==> src/rtl/mult_div_unit_if.sv <==
// mult_div_unit_if
//   Request/result bundle between the control unit and the iterative
//   multiply/divide unit.
//   master (control unit): drives start, op, is_signed, a, b;
//                          observes busy, done, hi, lo, div_by_zero.
//   slave  (mult_div_unit): the mirror image.
interface mult_div_unit_if #(
   parameter int WIDTH = 32
);
   logic             start;
   logic             op;
   logic             is_signed;
   logic [WIDTH-1:0] a;
   logic [WIDTH-1:0] b;
   logic             busy;
   logic             done;
   logic [WIDTH-1:0] hi;
   logic [WIDTH-1:0] lo;
   logic             div_by_zero;

   modport master (
      output start, op, is_signed, a, b,
      input  busy, done, hi, lo, div_by_zero
   );

   modport slave (
      input  start, op, is_signed, a, b,
      output busy, done, hi, lo, div_by_zero
   );
endinterface

==> src/rtl/mult_div_unit.sv <==
// mult_div_unit
//   Iterative radix-2 multiply / restoring divide unit for the multicycle
//   datapath (mult, multu, div, divu). One shift/add or shift/subtract step
//   per clock; results land in hi/lo with a one-cycle done pulse.
//   Ports:
//     clock       rising-edge system clock
//     reset       synchronous, active-high
//     bus.start   request, sampled only while idle
//     bus.op      0 = multiply, 1 = divide
//     bus.is_signed  two's-complement operands when 1
//     bus.a/b     multiplicand,dividend / multiplier,divisor
//     bus.busy    high from the cycle after acceptance until done falls
//     bus.done    one-cycle pulse, results valid from this cycle
//     bus.hi/lo   product halves, or remainder / quotient
//     bus.div_by_zero  set with done on a divide by zero
module mult_div_unit #(
   parameter int WIDTH = 32
) (
   input logic            clock,
   input logic            reset,
   mult_div_unit_if.slave bus
);
   localparam int CW = $clog2(WIDTH);

   typedef enum logic [1:0] {IDLE, RUN, FIX, DONE} state_t;

   state_t             state, state_nxt;
   logic [CW-1:0]      cnt;
   logic [2*WIDTH-1:0] acc;      // mult: {partial, multiplier}; div: {remainder, dividend/quotient}
   logic [WIDTH-1:0]   dvs;      // multiplicand or divisor magnitude
   logic               op_r, neg_q, neg_r, dz;
   logic               busy_r, done_r, dz_r;
   logic [WIDTH-1:0]   hi_r, lo_r;

   logic               a_neg, b_neg, accept, b_zero;
   logic [WIDTH-1:0]   a_mag, b_mag;
   logic [WIDTH:0]     mul_sum;
   logic [WIDTH:0]     div_sh;
   logic [WIDTH+1:0]   div_diff;
   logic [2*WIDTH-1:0] mul_nxt, div_nxt, prod;
   logic [WIDTH-1:0]   fix_hi, fix_lo;

   function automatic logic [WIDTH-1:0] cneg(input logic [WIDTH-1:0] v, input logic n);
      return n ? (~v) + WIDTH'(1) : v;
   endfunction

   function automatic logic [2*WIDTH-1:0] cneg2(input logic [2*WIDTH-1:0] v, input logic n);
      return n ? (~v) + (2*WIDTH)'(1) : v;
   endfunction

   assign accept = (state == IDLE) && bus.start;
   assign b_zero = (bus.b == '0);
   assign a_neg  = bus.is_signed & bus.a[WIDTH-1];
   assign b_neg  = bus.is_signed & bus.b[WIDTH-1];
   assign a_mag  = cneg(bus.a, a_neg);
   assign b_mag  = cneg(bus.b, b_neg);

   always_comb begin
      state_nxt = state;
      case (state)
         IDLE: if (bus.start) state_nxt = (bus.op && b_zero) ? FIX : RUN;
         RUN:  if (cnt == CW'(WIDTH-1)) state_nxt = FIX;
         FIX:  state_nxt = DONE;
         DONE: state_nxt = IDLE;
         default: state_nxt = IDLE;
      endcase
   end

   always_ff @(posedge clock) begin
      if (reset) state <= IDLE;
      else       state <= state_nxt;
   end

   // Multiply step: add multiplicand when the multiplier LSB is set, then
   // shift the whole accumulator right, carry entering at the top.
   assign mul_sum = {1'b0, acc[2*WIDTH-1:WIDTH]} + (acc[0] ? {1'b0, dvs} : '0);
   assign mul_nxt = {mul_sum, acc[WIDTH-1:1]};

   // Divide step: shift the next dividend bit into the remainder and keep
   // the trial subtraction only when it does not borrow.
   assign div_sh   = acc[2*WIDTH-1:WIDTH-1];
   assign div_diff = {1'b0, div_sh} - {2'b00, dvs};
   assign div_nxt  = div_diff[WIDTH+1] ? {div_sh[WIDTH-1:0], acc[WIDTH-2:0], 1'b0}
                                       : {div_diff[WIDTH-1:0], acc[WIDTH-2:0], 1'b1};

   always_comb begin
      prod   = cneg2(acc, neg_q);
      fix_hi = prod[2*WIDTH-1:WIDTH];
      fix_lo = prod[WIDTH-1:0];
      if (dz) begin
         fix_hi = acc[2*WIDTH-1:WIDTH];
         fix_lo = acc[WIDTH-1:0];
      end else if (op_r) begin
         fix_hi = cneg(acc[2*WIDTH-1:WIDTH], neg_r);
         fix_lo = cneg(acc[WIDTH-1:0], neg_q);
      end
   end

   // Datapath working registers: only meaningful while busy, so no reset.
   always_ff @(posedge clock) begin
      if (accept) begin
         op_r  <= bus.op;
         neg_q <= a_neg ^ b_neg;
         neg_r <= a_neg;
         dz    <= bus.op && b_zero;
         dvs   <= bus.op ? b_mag : a_mag;
         if (bus.op && b_zero)
            acc <= {bus.a, {WIDTH{1'b1}}};
         else if (bus.op)
            acc <= {{WIDTH{1'b0}}, a_mag};
         else
            acc <= {{WIDTH{1'b0}}, b_mag};
      end else if (state == RUN) begin
         acc <= op_r ? div_nxt : mul_nxt;
      end
   end

   always_ff @(posedge clock) begin
      if (reset) begin
         cnt    <= '0;
         busy_r <= 1'b0;
         done_r <= 1'b0;
         dz_r   <= 1'b0;
         hi_r   <= '0;
         lo_r   <= '0;
      end else begin
         cnt    <= (state == RUN) ? cnt + CW'(1) : '0;
         busy_r <= (state_nxt != IDLE);
         done_r <= (state == FIX);
         if (accept) dz_r <= 1'b0;
         if (state == FIX) begin
            hi_r <= fix_hi;
            lo_r <= fix_lo;
            dz_r <= dz;
         end
      end
   end

   assign bus.busy        = busy_r;
   assign bus.done        = done_r;
   assign bus.hi          = hi_r;
   assign bus.lo          = lo_r;
   assign bus.div_by_zero = dz_r;
endmodule

==> src/flat_wrapper.sv <==
// flat-port wrapper written by rule: the top's interface ports become plain ports
module mult_div_unit_flat 
#(
   parameter int WIDTH = 32
)
  (clock, reset, bus_start, bus_op, bus_is_signed, bus_a, bus_b, bus_busy, bus_done, bus_hi, bus_lo, bus_div_by_zero);
  mult_div_unit_if #(.WIDTH(WIDTH)) bus_i ();
  input logic clock;
  input logic reset;
  input wire logic [$bits(bus_i.start)-1:0] bus_start;
  input wire logic [$bits(bus_i.op)-1:0] bus_op;
  input wire logic [$bits(bus_i.is_signed)-1:0] bus_is_signed;
  input wire logic [$bits(bus_i.a)-1:0] bus_a;
  input wire logic [$bits(bus_i.b)-1:0] bus_b;
  output wire logic [$bits(bus_i.busy)-1:0] bus_busy;
  output wire logic [$bits(bus_i.done)-1:0] bus_done;
  output wire logic [$bits(bus_i.hi)-1:0] bus_hi;
  output wire logic [$bits(bus_i.lo)-1:0] bus_lo;
  output wire logic [$bits(bus_i.div_by_zero)-1:0] bus_div_by_zero;
  assign bus_i.start = bus_start;
  assign bus_i.op = bus_op;
  assign bus_i.is_signed = bus_is_signed;
  assign bus_i.a = bus_a;
  assign bus_i.b = bus_b;
  assign bus_busy = bus_i.busy;
  assign bus_done = bus_i.done;
  assign bus_hi = bus_i.hi;
  assign bus_lo = bus_i.lo;
  assign bus_div_by_zero = bus_i.div_by_zero;
  mult_div_unit #(.WIDTH(WIDTH)) u_core (.clock(clock), .reset(reset), .bus(bus_i));
endmodule
==> config.mk <==
export PLATFORM = sky130hd
export DESIGN_NAME = mult_div_unit_flat
export DESIGN_NICKNAME = d
export VERILOG_FILES = /design/src/rtl/mult_div_unit_if.sv /design/src/rtl/mult_div_unit.sv /design/src/flat_wrapper.sv
export SDC_FILE = /design/constraint.sdc
export NUM_CORES = 1
export LEC_CHECK = 0
export CELL_PAD_IN_SITES_DETAIL_PLACEMENT = 1
export CELL_PAD_IN_SITES_GLOBAL_PLACEMENT = 1
export CORE_MARGIN = 2
export CORE_UTILIZATION = 50
export CTS_BUF_LIST = sky130_fd_sc_hd__clkbuf_4
export CTS_CLUSTER_SIZE = 24
export DETAILED_ROUTE_END_ITERATION = 12
export DONT_BUFFER_PORTS = 1
export GPL_TIMING_DRIVEN = 0
export PLACE_DENSITY_LB_ADDON = 0.1
export SLEW_MARGIN = 20
export SYNTH_ARGS = -nofsm -noshare
export SYNTH_HDL_FRONTEND = slang
export SYNTH_SLANG_ARGS = --single-unit
==> constraint.sdc <==
create_clock -name clock -period 6.4 [get_ports clock]
set_clock_uncertainty 0.2 [all_clocks]
set_input_delay 1.28 -clock clock [delete_from_list [all_inputs] [get_ports clock]]
set_output_delay 1.28 -clock clock [all_outputs]
set_load 0.02 [all_outputs]
==> run_1/floorplan.png <==
The bar under the picture is 50 um long. Pins as bars on the die edge. Tap cells in grey.
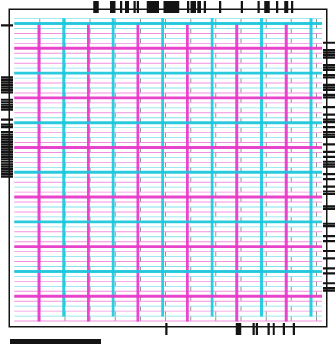
Key: cyan = VDD; magenta = VSS
The core has 61 rows. 136 signal pins sit on the boundary. 12 straps on met4. 62 met1 rails follow the rows. 12 straps on met5.
Max VDD drop: 213 uV
area of the core: 28000 sq um
Die Wd: 173 um
Die Span Y: 173 um

==> run_1/class_map.png <==
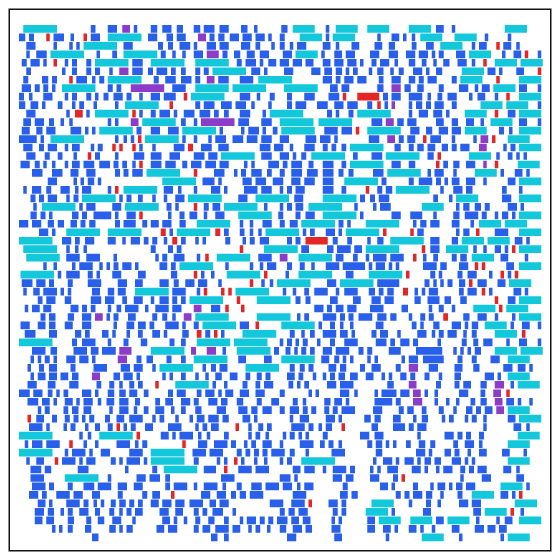
Key: cyan = registers [cells 174, share of their area 31%]; purple = clock drivers and dummy loads [cells 32, share of their area 2.0%]; red = remaining buffers and delay cells [cells 89, share of their area 2.6%]; blue = remaining logic cells [cells 1491, share of their area 65%]
register fraction of the total cell area: 29.6%
total non-filler cell area in the finished layout: 15200 sq um
Layout Utilization: 54.1%
number of cell rows: 61

==> impl_metrics.env, run 1 <==
# yosys + openroad results
export IMPL_timing_critical_path_slowest_stage_cell="sky130_fd_sc_hd__o41ai_1"
export IMPL_first_iter_violations=1220
export IMPL_worstReg2RegEnd="u_core.acc[59]$_DFFE_PP_"
export IMPL_max_flop_register="u_core.acc"
export IMPL_grt_antenna_before_repair=3
export IMPL_cts_hold_buffers=0
export IMPL_area_delta_synth_final_pct=5.74
export IMPL_synth_largest_type_area_fraction_pct=20.9
export IMPL_number_of_nets_with_antenna_violations_after_detailed_routing=0
export IMPL_count_of_library_flops_with_an_enable_pin=100
export IMPL_drv_max_cap_violation_count=0
export IMPL_final_worst_path_cycle_share_pct=74.7
export IMPL_hpwl_after_dpl_um=46000
export IMPL_worstSetupEndpointType="flop"
export IMPL_clock_sinks=174
export IMPL_cts_repair_resize_count=0
export IMPL_final_layout_size_suffix_gt1_share_pct=3.92
export IMPL_power_switching_share_pct=47.3
export IMPL_period_minus_slack_ns=4.78
export IMPL_num_nonclk_buffers=89
export IMPL_static_leakage_power_nw=5.77
export IMPL_synth_xor_area_share_pct=10.3
export IMPL_root_buffer="sky130_fd_sc_hd__clkbuf_4"
export IMPL_ys_flop_type="sky130_fd_sc_hd__edfxtp_1"
export IMPL_syn_num_nets=1893
export IMPL_initial_core_util_pct=51.2
export IMPL_syn_area_sq_um=14300
export IMPL_cts_reportedPaths_clkPinSlew_ns=0.19
export IMPL_placed_area_sq_um=14900
export IMPL_yosysSeqAreaShare_pct=31.3
export IMPL_max_slew_margin_rel_pct=35.8
export IMPL_setup_total_negative_slack_ns=0
export IMPL_clockBufferCount=18
export IMPL_tally_of_yosys_warning_messages=0
export IMPL_globalRouteMet1Util_pct=47.9
export IMPL_vias=14200
export IMPL_reg2regPathDepth=14
export IMPL_startpoint="u_core.acc[0]$_DFFE_PP_"
export IMPL_min_delay_path_class="flop to flop"
export IMPL_p_sw_w=0.00229
export IMPL_grt_pass1_wl_um=86500
export IMPL_met2_usage_pct=61.5
export IMPL_p_clk_share_pct=15.0
export IMPL_taps=378
export IMPL_largest_class="combinational gates"
export IMPL_r2r_start="u_core.acc[0]$_DFFE_PP_"
export IMPL_power_density_nw_per_um2=319
export IMPL_number_of_logic_inverters_in_the_finished_layout=61
export IMPL_pre_cts_ws_ns=1.85
export IMPL_status="finished clean"
export IMPL_bufAreaShareNonClock_pct=2.50
export IMPL_design_die_area_sq_um=30000
export IMPL_worst_hold_startpoint="u_core.cnt[0]$_SDFF_PP0_"
export IMPL_worstMarginPinSlew_ns=0.963
export IMPL_dr_wl_met3_um=4520
export IMPL_critical_path_cell_count=14
export IMPL_grtUsageTotal_pct=37.7
export IMPL_cts_h_tree_lvls=4
export IMPL_comb_area_share_pct=61.3
export IMPL_globalRouteMet3Util_pct=7.50
export IMPL_fin_hold_ws_ns=0.289
export IMPL_syn_instance_count=1752
export IMPL_wl_per_cell_um=26.5
export IMPL_top_cells_by_count="sky130_fd_sc_hd__nor2_1 (241), sky130_fd_sc_hd__a21oi_1 (162), sky130_fd_sc_hd__nand2_1 (129)"
export IMPL_grt_max_degree=46
export IMPL_synthTopLogicFamily="AND-OR/OR-AND gates"
export IMPL_warning_count=26
export IMPL_timing_hold_worst_endpoint="u_core.cnt[0]$_SDFF_PP0_"
export IMPL_yosys_area_top_type="sky130_fd_sc_hd__edfxtp_1"
export IMPL_max_freq_mhz=209
export IMPL_worst_ep_required_time_ns=6.62
export IMPL_final_nets=1914
export IMPL_seq_power_w=0.00168
export IMPL_yosys_cell_types_count=82
export IMPL_postCtsSetupRepairBufs=0
export IMPL_cp_cell_sequence="inv_1, clkbuf_1, nor2_1, ha_1, o21ai_0, o21bai_1, a21oi_1, o21bai_1, a21oi_1, o41ai_1, a221oi_1, o31ai_1, xor2_1, a221o_1"
export IMPL_routed_met2_length_um=26300
==> run_1/clock_wires.png <==
The bar under the picture is 50 um long.
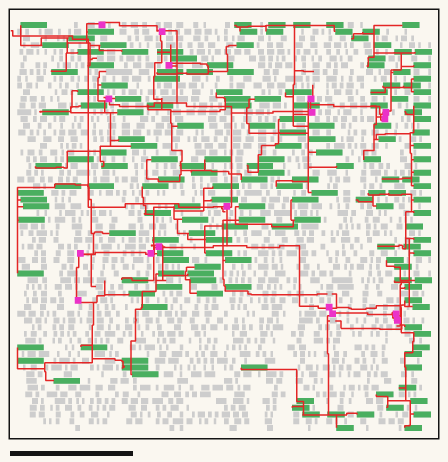
Key: magenta = clock-net drivers [count 17]; red = clock wires [length 2710 um]; green = flip-flops [count 174]
Position of the flops: widely spread. There are 18 routed clock nets.
Power Clock: 0.000723 W
clock insertion delay at the later pin of the skew report: 0.67 ns

--- run 2 (diff from run 1) ---
Clock period 6.4 ns to 4.9 ns, I/O delays scaled along.
==> run_2/clock_wires.png <==
The bar under the picture is 50 um long.
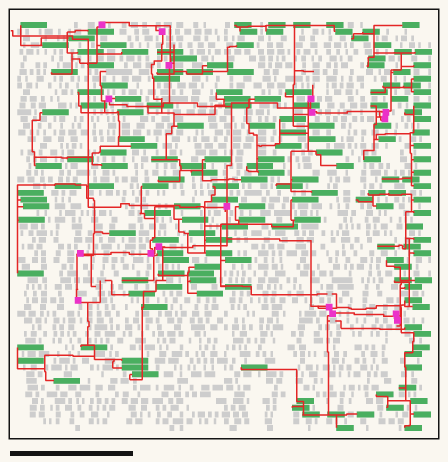
Key: magenta = clock-net drivers [count 17]; red = clock wires [length 2710 um]; green = flip-flops [count 174]
Position of the flops: widely spread. There are 18 routed clock nets.
Clk pwr share: 14.9%
Power Clock: 0.000940 W

==> run 2 against run 1 <==
Final area barely moved. Sequential power rose by 31%. Combinational power rose by 31%. Final cell count barely moved. Global-route usage did not move. Synthesized area did not move. Routed wire length barely moved. Utilization barely moved. Worst setup slack got worse by 1.3 ns. Die size did not move. Clock power rose by about 30%. Clock-buffer cell count did not move.
==> impl_metrics.env, run 2 <==
# yosys + openroad results
export IMPL_dr_wl_met3_um=4880
export IMPL_met2_usage_pct=61.5
export IMPL_num_nonclk_buffers=89
export IMPL_p_sw_w=0.00300
export IMPL_yosys_area_top_type="sky130_fd_sc_hd__edfxtp_1"
export IMPL_reg2regPathDepth=12
export IMPL_worstReg2RegEnd="u_core.acc[51]$_DFFE_PP_"
export IMPL_fp_dieH_um=173
export IMPL_synthTopLogicFamily="AND-OR/OR-AND gates"
export IMPL_grtUsageTotal_pct=37.7
export IMPL_drv_max_cap_violation_count=0
export IMPL_first_iter_violations=1270
export IMPL_cts_hold_buffers=0
export IMPL_grt_max_degree=46
export IMPL_design_die_area_sq_um=30000
export IMPL_taps=378
export IMPL_syn_area_sq_um=14300
export IMPL_placed_area_sq_um=14900
export IMPL_largest_class="combinational gates"
export IMPL_wl_per_cell_um=26.5
export IMPL_number_of_nets_with_antenna_violations_after_detailed_routing=0
export IMPL_globalRouteMet3Util_pct=7.50
export IMPL_top_cells_by_count="sky130_fd_sc_hd__nor2_1 (241), sky130_fd_sc_hd__a21oi_1 (162), sky130_fd_sc_hd__nand2_1 (129)"
export IMPL_clock_sinks=174
export IMPL_status="finished clean"
export IMPL_final_worst_path_cycle_share_pct=93.9
export IMPL_final_nets=1914
export IMPL_die_width_um=173
export IMPL_cts_reportedPaths_clkPinSlew_ns=0.17
export IMPL_synth_largest_type_area_fraction_pct=20.9
export IMPL_bufAreaShareNonClock_pct=2.50
export IMPL_cts_repair_resize_count=0
export IMPL_number_of_logic_inverters_in_the_finished_layout=61
export IMPL_clockBufferCount=18
export IMPL_min_delay_path_class="primary input to flop"
export IMPL_worstMarginPinSlew_ns=0.972
export IMPL_cp_cell_sequence="ha_1, a21oi_1, o21ai_0, nand2_1, a31oi_1, a22oi_1, nand3_1, buf_2, clkbuf_1, o21ai_0, a21oi_1, o21ai_0"
export IMPL_worstSetupEndpointType="flop"
export IMPL_worst_hold_startpoint="bus_op"
export IMPL_placementRows=61
export IMPL_warning_count=26
export IMPL_count_of_library_flops_with_an_enable_pin=100
export IMPL_power_density_nw_per_um2=417
export IMPL_r2r_start="u_core.acc[49]$_DFFE_PP_"
export IMPL_worst_ep_required_time_ns=5.10
export IMPL_static_leakage_power_nw=5.77
export IMPL_pre_cts_ws_ns=0.355
export IMPL_grt_pass1_wl_um=86500
export IMPL_period_minus_slack_ns=4.60
export IMPL_globalRouteMet1Util_pct=47.9
export IMPL_syn_num_nets=1893
export IMPL_root_buffer="sky130_fd_sc_hd__clkbuf_4"
export IMPL_ys_flop_type="sky130_fd_sc_hd__edfxtp_1"
export IMPL_startpoint="u_core.acc[49]$_DFFE_PP_"
export IMPL_initial_core_util_pct=51.2
export IMPL_grt_antenna_before_repair=3
export IMPL_comb_area_share_pct=61.4
export IMPL_routed_met2_length_um=26400
export IMPL_yosys_cell_types_count=82
export IMPL_critical_path_cell_count=12
export IMPL_vias=14200
export IMPL_max_freq_mhz=217
export IMPL_seqAreaFraction_pct=29.6
No activity file was given, so power comes from the tool's default toggle rates.
